<file path="src/rtl/retro_catc_gen_if.sv">
// System clock/reset bundle feeding the retro clock-enable generator.
interface retro_catc_gen_if (input logic CLK, input logic RST);
  modport sys (input CLK, input RST);
endinterface

</file>
<file path="src/rtl/retro_catc_gen.sv">
// Phase-accumulator tick generator for emulated retro cores, with a stall-tolerant
// backlog that replays buffered ticks at a throttled rate once the core can accept them.
module retro_catc_gen #(
  parameter int CoreClock   = 200000000,
  parameter int TargetClock = 8388608,
  parameter int AccWidth    = 32,
  parameter int MaxBacklog  = 15,
  parameter int CatchUpGap  = 1
) (
  retro_catc_gen_if.sys                   SysCon,
  input  logic                            Enable,
  input  logic                            Speed2x,
  input  logic                            Stall,
  input  logic                            ClearOverflow,
  output logic                            ClkEn,
  output logic                            ClkEnOut,
  output logic [$clog2(MaxBacklog+1)-1:0] Backlog,
  output logic                            Overflow,
  output logic                            CatchUp
);

  localparam int BW = $clog2(MaxBacklog + 1);
  localparam int GW = (CatchUpGap > 0) ? $clog2(CatchUpGap + 1) : 1;

  function automatic logic [63:0] round_div(input logic [63:0] num, input logic [63:0] den);
    return (num + (den >> 1)) / den;
  endfunction

  localparam logic [AccWidth-1:0] INCREMENT =
    AccWidth'(round_div(64'(TargetClock) << AccWidth, 64'(CoreClock)));
  localparam logic [AccWidth-1:0] INC_2X  = INCREMENT << 1;
  localparam logic [BW-1:0]       BL_MAX  = BW'(MaxBacklog);
  localparam logic [GW-1:0]       GAP_LEN = GW'(CatchUpGap);

  typedef enum logic [1:0] {ST_RUN, ST_HOLD, ST_CATCHUP} state_t;

  state_t              state_q, state_d;
  logic [AccWidth-1:0] acc_q, acc_d;
  logic                clk_en_q, clk_en_d;
  logic [BW-1:0]       backlog_q, backlog_d;
  logic [GW-1:0]       gap_q, gap_d;
  logic                overflow_q, overflow_d;

  logic [AccWidth-1:0] inc_eff;
  logic [AccWidth:0]   sum;
  logic                clk_en_out;
  logic                buffer_tick;
  logic                release_tick;
  logic                loss;

  always_comb begin
    inc_eff  = Speed2x ? INC_2X : INCREMENT;
    sum      = {1'b0, acc_q} + {1'b0, inc_eff};
    acc_d    = acc_q;
    clk_en_d = 1'b0;
    if (Enable) begin
      acc_d    = sum[AccWidth-1:0];
      clk_en_d = sum[AccWidth];
    end
  end

  always_comb begin
    state_d      = state_q;
    backlog_d    = backlog_q;
    gap_d        = gap_q;
    clk_en_out   = 1'b0;
    buffer_tick  = 1'b0;
    release_tick = 1'b0;
    loss         = 1'b0;

    // A stall overrides every state: the tick in flight is parked, never delivered.
    if (Stall) begin
      buffer_tick = clk_en_q;
      gap_d       = '0;
      state_d     = ST_HOLD;
    end else begin
      case (state_q)
        ST_RUN: begin
          clk_en_out = clk_en_q;
          gap_d      = '0;
        end
        ST_HOLD: begin
          buffer_tick = clk_en_q;
        end
        ST_CATCHUP: begin
          if (gap_q != '0) begin
            buffer_tick = clk_en_q;
            gap_d       = gap_q - GW'(1);
          end else if (backlog_q != '0) begin
            release_tick = 1'b1;
            clk_en_out   = 1'b1;
            gap_d        = GAP_LEN;
          end else begin
            clk_en_out = clk_en_q;
          end
        end
        default: begin
          state_d = ST_RUN;
        end
      endcase
    end

    // A raw tick arriving with a release simply takes the released tick's place.
    if (release_tick) begin
      if (!clk_en_q) backlog_d = backlog_q - BW'(1);
    end else if (buffer_tick) begin
      if (backlog_q == BL_MAX) loss = 1'b1;
      else                     backlog_d = backlog_q + BW'(1);
    end

    if (!Stall && (state_q != ST_RUN)) begin
      state_d = (backlog_d != '0) ? ST_CATCHUP : ST_RUN;
    end

    overflow_d = loss | (overflow_q & ~ClearOverflow);
  end

  always_ff @(posedge SysCon.CLK or posedge SysCon.RST) begin
    if (SysCon.RST) begin
      state_q    <= ST_RUN;
      acc_q      <= '0;
      clk_en_q   <= 1'b0;
      backlog_q  <= '0;
      gap_q      <= '0;
      overflow_q <= 1'b0;
    end else begin
      state_q    <= state_d;
      acc_q      <= acc_d;
      clk_en_q   <= clk_en_d;
      backlog_q  <= backlog_d;
      gap_q      <= gap_d;
      overflow_q <= overflow_d;
    end
  end

  assign ClkEn    = clk_en_q;
  assign ClkEnOut = clk_en_out;
  assign Backlog  = backlog_q;
  assign Overflow = overflow_q;
  assign CatchUp  = (state_q == ST_CATCHUP);

endmodule
</file>
<file path="src/flat_wrapper.sv">
// flat-port wrapper written by rule: the top's interface ports become plain ports
module retro_catc_gen_flat 
#(
  parameter int CoreClock   = 200000000,
  parameter int TargetClock = 8388608,
  parameter int AccWidth    = 32,
  parameter int MaxBacklog  = 15,
  parameter int CatchUpGap  = 1
)
  (Enable, Speed2x, Stall, ClearOverflow, ClkEn, ClkEnOut, Backlog, Overflow, CatchUp, CLK, RST);
  retro_catc_gen_if SysCon_i (.CLK(CLK), .RST(RST));
  input  logic Enable;
  input  logic Speed2x;
  input  logic Stall;
  input  logic ClearOverflow;
  output logic ClkEn;
  output logic ClkEnOut;
  output logic [$clog2(MaxBacklog+1)-1:0] Backlog;
  output logic Overflow;
  output logic CatchUp;
  input wire logic CLK;
  input wire logic RST;
  retro_catc_gen #(.CoreClock(CoreClock), .TargetClock(TargetClock), .AccWidth(AccWidth), .MaxBacklog(MaxBacklog), .CatchUpGap(CatchUpGap)) u_core (.SysCon(SysCon_i), .Enable(Enable), .Speed2x(Speed2x), .Stall(Stall), .ClearOverflow(ClearOverflow), .ClkEn(ClkEn), .ClkEnOut(ClkEnOut), .Backlog(Backlog), .Overflow(Overflow), .CatchUp(CatchUp));
endmodule
</file>
<file path="config.mk">
export PLATFORM = sky130hd
export DESIGN_NAME = retro_catc_gen_flat
export DESIGN_NICKNAME = d
export VERILOG_FILES = /design/src/rtl/retro_catc_gen_if.sv /design/src/rtl/retro_catc_gen.sv /design/src/flat_wrapper.sv
export SDC_FILE = /design/constraint.sdc
export NUM_CORES = 1
export LEC_CHECK = 0
export CORE_ASPECT_RATIO = 1.25
export CORE_MARGIN = 1.5
export CORE_UTILIZATION = 60
export CTS_CLUSTER_DIAMETER = 80
export DETAILED_ROUTE_END_ITERATION = 10
export GPL_TIMING_DRIVEN = 0
export PLACE_DENSITY = 0.8
export SLEW_MARGIN = 40
export SYNTH_ARGS = -nofsm -noshare
export SYNTH_HDL_FRONTEND = slang
export SYNTH_SLANG_ARGS = --single-unit
</file>
<file path="constraint.sdc">
create_clock -name CLK -period 3.5 [get_ports CLK]
set_input_delay 0.525 -clock CLK [delete_from_list [all_inputs] [get_ports CLK]]
set_output_delay 0.525 -clock CLK [all_outputs]
set_load 0.02 [all_outputs]
</file>
==> images/flops_by_reg.png <==
Other sequential cells in the stronger grey, the rest of the logic in the fainter grey.
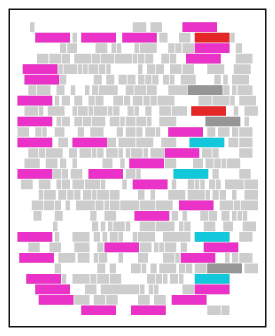
name in the netlist	colour	sequential cells
u_core.Backlog	cyan	4
u_core.acc_q	magenta	32
u_core.state_q	red	2
not coloured	3
combined flip-flop and latch cell area: 1026 sq um
sequential power: 0.924 mW
Seq/total area: 0.3132
final core area utilization: 0.6875

==> images/wires.png <==
The bar under the picture is 20 um long.
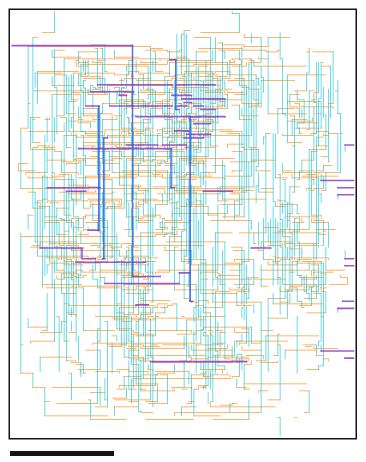
layer	colour	wire length
metal 2	cyan	3,460 um
metal 1	orange	2,910 um
metal 4	blue	144 um
metal 3	purple	276 um

==> images/clocks.png <==
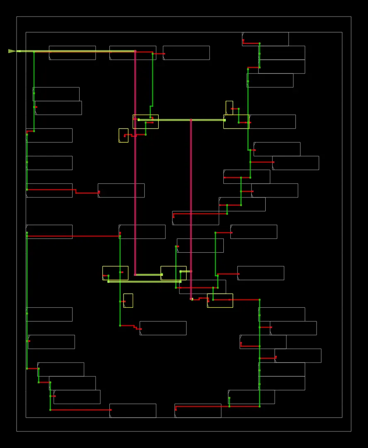
power in the clock group: 0.299 mW
Clk Latency, worst-skew pair: 0.29 ns

[state kept, by name (all words and copies together) (netlist names)]
signal           flops
u_core.gap_q         1
u_core.Backlog       4
u_core.Overflow      1
u_core.acc_q        32
u_core.ClkEn         1
u_core.state_q       2
[cells in the final DEF, fill, tap and decap left out, types with 11 or more instances in the layout]
cell type / n
nand2_1: 31
a21oi_1: 18
xnor2_1: 17
dfrtp_1: 41
clkdlybuf4s50_1: 11
ha_1: 22
o21ai_0: 13
nor2_1: 21
nand3_1: 14
inv_1: 17
[worst max-delay path, cell delays in order]
cell	delay, ns
dlygate4sd2_1	0.52
inv_1	0.37
ha_1	0.38
buf_2	0.21
nand2_1	0.07
nor4_1	0.43
nand3_1	0.26
and3_1	0.31
xnor2_1	0.14
mux2_2	0.26
[per-layer routing]
| metal | routed length, um | up-vias | track usage |
|---|---|---|---|
| met5 | 0 | - | 0 |
| met4 | 143 | 0 | 0.09592 |
| met3 | 275 | 13 | 0.04110 |
| met2 | 3458 | 80 | 0.4980 |
| met1 | 2907 | 1244 | 0.3213 |
| li1 | - | 1251 | - |
[area by class of cell]
| cell class | instances | area, sq um | area share |
|---|---|---|---|
| sequential | 41 | 1026 | 0.3132 |
| timing repair buffer | 12 | 118.9 | 0.03629 |
| inverter | 18 | 70.07 | 0.02139 |
| tap | 60 | 75.07 | 0.02292 |
| clock buffer | 6 | 72.57 | 0.02215 |
| clock inverter | 2 | 10.01 | 0.003056 |
| buffer | 11 | 43.79 | 0.01337 |
| multi-input combinational | 261 | 1859 | 0.5676 |
[power breakdown]
group / internal, mW / switching, mW
Clock: 0.138 / 0.161
Sequential: 0.700 / 0.225
Combinational: 0.718 / 0.903
Total: 1.56 / 1.29
[how the worst max path moves through the flow]
| stage | start | to | slack, ns | cells after the start |
|---|---|---|---|---|
| after floorplan | Speed2x | u_core.acc_q[18] | 0.96 | 10 |
| after CTS | Speed2x | u_core.acc_q[22] | 0.24 | 10 |
| after global placement | Speed2x | u_core.acc_q[25] | -0.34 | 10 |
| final | Speed2x | u_core.acc_q[22] | 0.20 | 10 |
| after global routing | Speed2x | u_core.acc_q[18] | 0.004 | 10 |
| after detailed placement | Speed2x | u_core.acc_q[25] | -0.36 | 10 |
[cells in the mapped netlist (2+ instances only)]
library cell	n
o21bai_1	2
a21o_1	6
ha_1	22
nand3_1	14
o21ai_1	3
inv_1	18
and2_1	3
nand2_1	31
a22oi_1	2
or3_1	5
a31oi_1	7
and3_1	6
nand2b_1	4
o31ai_1	3
or2_2	2
buf_2	2
xnor2_1	17
clkbuf_1	8
nand4_1	6
nor4_1	4
a21boi_0	2
xor2_1	8
mux2_2	7
o21ai_0	13
nor3_1	6
a211o_1	2
a21oi_1	19
o211ai_1	4
nand4b_1	3
mux2i_1	2
nor2b_1	2
and4b_1	3
o21a_1	2
o211a_1	2
dfrtp_1	41
nor2_1	21
[per-stage QoR]
step / TNS, ns / instances / worst slack (ns)
final: 0 / 411 / 0.1999
after global routing: 0 / 411 / 0.004207
after CTS: 0 / 411 / 0.2432
after detailed placement: -3.515 / 403 / -0.3616
after global placement: -2.924 / 403 / -0.3429
after floorplan: 0 / 331 / 0.9604
==> metrics.cfg <==
[outcome]
status=complete, no violations

[sta]
fin_worst_hold_slack_ns=0.4894
finalHoldViolations=0
tightestPinTransition_ns=0.6015
timing.clock.skew_ns=0.002008
slew_headroom=0.5990

[yosys]
adder_and_majority_gate_portion_of_the_synthesized_area=0.09866
ys_warn_count=0
synth_cell_type_count=65
ys_async_sr_fraction=1.000
post_synth_ao_oa_area_fraction=0.2107
post_synth_mux_area_share=0.03303
cell_taking_the_most_area_after_synthesis=dfrtp_1
synthesis.area_sq_um=2993
synth.cellmix.simpleShare=0.2044
yosysSeqAreaShare=0.3428
post_synth_main_area_contributors=dfrtp_1 34%, ha_1 9.2%, xnor2_1 5.0%
ys_cells=331
synth-edff-count=0
mappedNetlistNets=360

[worst_setup_path]
critical_path_arrival_ns=3.48
worstSetupEndpointType=flop
ff2ff_setup_slack_ns=1.06
timing.critical_path.required_ns=3.68
crit-reg2reg-launch=u_core.acc_q[7]
largest_fanout_on_the_critical_path=9
timing.rr.end=u_core.acc_q[22]

[drt]
wire_per_inst_um=16.51
dr.first_iter.drc_count=98
finalWirelength_um=6785
route.detailed.drc=0
antenna_violating_nets_post_route=0

[placement]
cell_area_reported_after_detailed_placement_sq_um=3191
post-dp-hpwl_um=4887
globalplace.congestion=0.8747

[power_and_ir_drop]
total_leakage_power_nw=1.398
power.total_mw=2.843
vdd_ir_drop_max_mv=0.4419

[run]
max_cap_violations=0

[global_routing]
grt_antenna_before_repair=0
grt_pass1_wl_um=11160
track_usage=0.2724
via_count_of_the_first_global_routing_pass=2434

[clock_tree]
number_of_gates_given_a_new_drive_strength_after_cts=2
clkSinkCount=41
tritoncts=done
cts_inserted_buffers=5
cts.path.max_buffers=2
cts.root.buffer_cell=clkbuf_8
post_cts_hold_buffer_count=0

[die]
fp.dieW_um=66.17
i_o_pin_total=14
core_sq_um=4765

[finish]
drive_gt1_frac=0.08832
n_antenna_cell=0
areaGrowthSynthToFinish_pct=9.448
final_nets=379
finish.instance_area_sq_um=3276
layout.filler_cells=407

Power figures rest on the tool's default switching activity, not on a simulated workload.
